File: src/rtl/mac_lookup.sv
// Destination-MAC resolver: linear scan of an external table, one entry per cycle; group dst floods after 1 cycle, hit at k after k+2, miss after NUM_ENTRIES+1.
// One lookup in flight: req_ready only when idle; the registered response is held until resp_ready.
module mac_lookup #(
  parameter int NUM_PORTS   = 4,
  parameter int NUM_ENTRIES = NUM_PORTS * 4,
  parameter int MAC_W       = 48
) (
  input  logic                           clk,
  input  logic                           rst_n,
  input  logic                           req_valid,
  output logic                           req_ready,
  input  logic [MAC_W-1:0]               req_dst_mac,
  input  logic [$clog2(NUM_PORTS)-1:0]   req_src_port,
  output logic [$clog2(NUM_ENTRIES)-1:0] rd_idx,
  input  logic                           rd_valid,
  input  logic [MAC_W-1:0]               rd_mac,
  input  logic [$clog2(NUM_PORTS)-1:0]   rd_port,
  output logic                           hit_inc,
  output logic [$clog2(NUM_ENTRIES)-1:0] hit_idx,
  output logic                           resp_valid,
  input  logic                           resp_ready,
  output logic                           resp_hit,
  output logic [$clog2(NUM_PORTS)-1:0]   resp_port,
  output logic                           resp_flood,
  output logic                           resp_drop
);

  localparam int PW        = $clog2(NUM_PORTS);
  localparam int IW        = $clog2(NUM_ENTRIES);
  localparam int GROUP_BIT = 40;

  localparam logic [1:0] IDLE = 2'd0;
  localparam logic [1:0] SCAN = 2'd1;
  localparam logic [1:0] RESP = 2'd2;

  localparam logic [IW-1:0] LAST_IDX = IW'(NUM_ENTRIES - 1);

  logic [1:0]       state;
  logic [MAC_W-1:0] lat_mac;
  logic [PW-1:0]    lat_src;
  logic             match;

  assign req_ready = (state == IDLE);
  assign match     = rd_valid && (rd_mac == lat_mac);

  always_ff @(posedge clk or negedge rst_n) begin
    if (!rst_n) begin
      state      <= IDLE;
      lat_mac    <= '0;
      lat_src    <= '0;
      rd_idx     <= '0;
      hit_inc    <= 1'b0;
      hit_idx    <= '0;
      resp_valid <= 1'b0;
      resp_hit   <= 1'b0;
      resp_port  <= '0;
      resp_flood <= 1'b0;
      resp_drop  <= 1'b0;
    end else begin
      hit_inc <= 1'b0;
      case (state)
        IDLE: begin
          if (req_valid) begin
            lat_mac <= req_dst_mac;
            lat_src <= req_src_port;
            rd_idx  <= '0;
            // Group bit is decided on the incoming address so the flood answer lands one cycle after accept.
            if (req_dst_mac[GROUP_BIT]) begin
              state      <= RESP;
              resp_valid <= 1'b1;
              resp_hit   <= 1'b0;
              resp_port  <= '0;
              resp_flood <= 1'b1;
              resp_drop  <= 1'b0;
            end else begin
              state <= SCAN;
            end
          end
        end
        SCAN: begin
          if (match) begin
            state      <= RESP;
            resp_valid <= 1'b1;
            resp_hit   <= 1'b1;
            resp_port  <= rd_port;
            resp_flood <= 1'b0;
            resp_drop  <= (rd_port == lat_src);
            hit_inc    <= 1'b1;
            hit_idx    <= rd_idx;
          end else if (rd_idx == LAST_IDX) begin
            state      <= RESP;
            resp_valid <= 1'b1;
            resp_hit   <= 1'b0;
            resp_port  <= '0;
            resp_flood <= 1'b1;
            resp_drop  <= 1'b0;
          end else begin
            rd_idx <= rd_idx + 1'b1;
          end
        end
        RESP: begin
          if (resp_ready) begin
            state      <= IDLE;
            resp_valid <= 1'b0;
          end
        end
        default: state <= IDLE;
      endcase
    end
  end

endmodule

File: config.mk
export PLATFORM = sky130hd
export DESIGN_NAME = mac_lookup
export DESIGN_NICKNAME = d
export VERILOG_FILES = /design/src/rtl/mac_lookup.sv
export SDC_FILE = /design/constraint.sdc
export NUM_CORES = 1
export LEC_CHECK = 0
export CAP_MARGIN = 5
export CORE_MARGIN = 5
export CORE_UTILIZATION = 48
export CTS_CLUSTER_DIAMETER = 50
export DETAILED_ROUTE_END_ITERATION = 8
export GPL_ROUTABILITY_DRIVEN = 0
export PLACE_DENSITY = 0.94
export SYNTH_ARGS = -nofsm -noshare
export SYNTH_HDL_FRONTEND = slang
export SYNTH_SLANG_ARGS = --single-unit
File: constraint.sdc
create_clock -name clk -period 3.4 [get_ports clk]
set_input_delay 1.02 -clock clk [delete_from_list [all_inputs] [get_ports clk]]
set_output_delay 1.02 -clock clk [all_outputs]
set_load 0.005 [all_outputs]
### Placement view

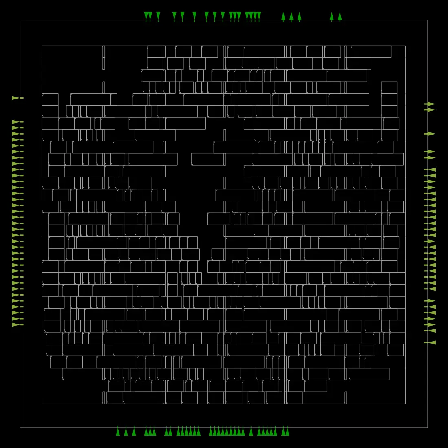
Seq/total area: 34.5%
Core Region: 0.00676 sq mm
fillers: 502
Tapcell Cnt: 80

### Routed metal, one color a layer

Bar = 20 um.
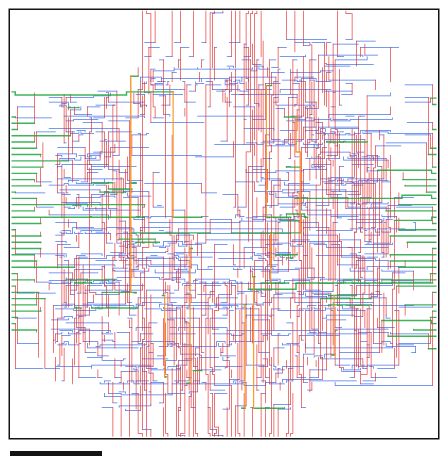
legend:
  blue:
    layer: metal 1
    wire_length: 3540 um
  green:
    layer: metal 3
    wire_length: 701 um
  orange:
    layer: metal 4
    wire_length: 251 um
  red:
    layer: metal 2
    wire_length: 4920 um

==> impl_metrics.ini <==
; generated from flow reports
[run_status]
status = finished, final reports clean

[layout]
largest_reg_flops = 48
reg_top3 = lat_mac: 48 flops, hit_idx: 4 flops, rd_idx: 4 flops
utilization_pct = 71.9
nonClockBufferCount = 128
combGateArea_sq_mm = 0.00156
buf_share_pct = 26.4
comb_cells = 281
drive_gt1_share_pct = 7.47
diodes = 0
final_nets = 596
clock_tree_area_fraction_pct = 4.66
clkbuf_count = 10
inv_count = 3
largest_cell_class = registers
areaGrowthSynthToFinish_pct = 47.1
flop_area_sq_mm = 0.00168
design_area_sq_mm = 0.00486
largest-register = lat_mac
seq_cells = 67
comb_area_share_pct = 32.1

[clock_tree]
clockBufferDepth = 2
cts_tree = yes
ctsResizeCount = 0
cts_setup_buffers = 0
cts.sinks = 67
clk_pin_slew_ps = 70
clk-insertion-delay-late_ps = 350
htree_levels = 3
cts_root_buffer = clkbuf_8
cts_made_buffers = 9

[final_timing]
fin_hold_ws_ps = 493
period_used_pct = 91.5
fin_ws_ps = 290
rsz0062_at_grt = no
period_needed_ps = 3110
setup_viol = 0
maxSlewViolCount = 0
slew_headroom_pct = 41.9
finalHoldViolations = 0
fmax_mhz = 321
skew_ps = 8.12

[grt]
grt_pass1_vias = 3161
grt_start_max_net_pins = 51
grt_pass1_wl_um = 14800
grtUsageTotal_pct = 22.2
grt_remaining_overflow = 0
antenna_found_initial = 0

[setup_path]
cp.arrival_ps = 3370
reg2reg_to = resp_valid
slowest_delay_ps = 570
rrSetupSlack_ps = 990
start_kind = primary input
crit_path_top_delay_cell = or4_4
path_max_fanout = 6
cp_num_cells = 8
crit_chain = clkdlybuf4s50_1 -> xnor2_1 -> nand4_1 -> or4_4 -> nor4_4 -> buf_4 -> and2b_2 -> a31oi_1
crit_end = resp_valid
reg2reg_depth = 7
rr_startpoint = lat_mac[36]
crit_family = simple AND/OR/NAND/NOR gates
path_buffers = 2
path_class = in2reg
critical_path.startpoint = rd_mac[34]
required_ps = 3660

[logic_synthesis]
ys_sh_simple_pct = 27.4
synth-edff-count = 0
ys_seq_share_pct = 50.8
mux_share_pct = 2.73
fa_ha_area_share_pct = 0.379
synthArstFlopShare_pct = 100
synth.cell_area_sq_mm = 0.00330
ys_sh_aoi_pct = 3.11
synth-seq-cells = 67
synth_stat.cells = 363
ys_chip_area_sq_mm = 0.00330
yosysWarnings = 0
synthCells = 363
xor_share_pct = 13.5
topCombFamilyByArea = simple AND/OR/NAND/NOR gates
synth_cell_types = 33
ys_dominant_reg_cell = dfrtp_1

[routing]
first_pass_iters = 4
num_vias = 3017
drc = 0
drt_iter0_markers = 146
ant_nets = 0
viasPerCell = 5.25
wl_per_cell_um = 16.4
wirelength_um = 9410

[power]
p_leak_nw = 2.18
ir_drop_uv = 421
finalPower_mw = 3.41
power.density_mw_per_mm2 = 703

[min_path]
hold_path.class = reg2reg
min_from = resp_hit
min_delay_path_depth = 1
hold-path-endpoint = resp_hit

[placement]
place_hpwl_um = 7210
placed_area_sq_mm = 0.00463
pre_cts_slack_ps = -63.5
io_buffers = 120

[floorplanning]
placementRows = 30
die_w_um = 92.9
die_area_sq_mm = 0.00864
fp_util_pct = 48.9
io_pins = 121
die_h_um = 92.9

[flow_run]
maxCapViolations = 0
warnings = 26
-- per-stage QoR --
| stage | TNS, ps | instances |
|---|---|---|
| finish | 0 | 575 |
| floorplan | 0 | 363 |
| detailed placement | -268 | 559 |
| CTS | 0 | 575 |
| global placement | -47.9 | 559 |
| global route | 0 | 575 |
-- power breakdown --
| group | switching (mW) | internal, mW |
|---|---|---|
| clock | 0.317 | 0.432 |
| sequential | 0.253 | 1.12 |
| combinational | 0.675 | 0.618 |
-- routing by layer --
layer	up-vias	global-route usage [%]	part of all wire, %
li1	1437	-	-
met1	1423	24.8	38
met2	134	40.1	52
met3	23	5.36	7.4
met4	0	9.04	2.7
met5	-	0	0
-- Yosys cell counts (all sizes together) (2+ instances only) --
library cell / count / area, sq um
nor3: 3 / 15.0
mux2i: 3 / 30.0
mux2: 4 / 60.1
xnor2: 46 / 403
nor4: 5 / 46.3
nand4: 21 / 131
a22o: 2 / 17.5
a31oi: 2 / 12.5
a21oi: 4 / 20.0
xor2: 5 / 43.8
nand2: 159 / 597
or4: 2 / 18.8
inv: 3 / 11.3
clkbuf: 11 / 41.3
nor2: 6 / 22.5
and2: 2 / 15.0
nand3: 4 / 20.0
dfrtp: 67 / 1680
o22ai: 3 / 18.8
-- layout by cell type (no fill, tap or decap), drive strengths merged --
cell / count
dfrtp: 67
o211a: 1
clkbuf: 10
a31oi: 2
o22ai: 3
nand3: 4
a21o: 1
clkinvlp: 2
nor2b: 1
bufinv: 2
nor4: 5
a22o: 2
nor3: 3
nand3b: 1
xnor2: 46
nor2: 6
and2b: 1
a21oi: 4
xor2: 5
nand2: 159
or4: 2
mux2: 4
o21ai: 1
a32o: 1
ha: 1
or3: 1
inv: 3
or4b: 1
buf: 9
and2: 2
mux2i: 3
clkinv: 2
nand4: 21
clkdlybuf4s50: 119
Power and IR drop assume default switching activity.
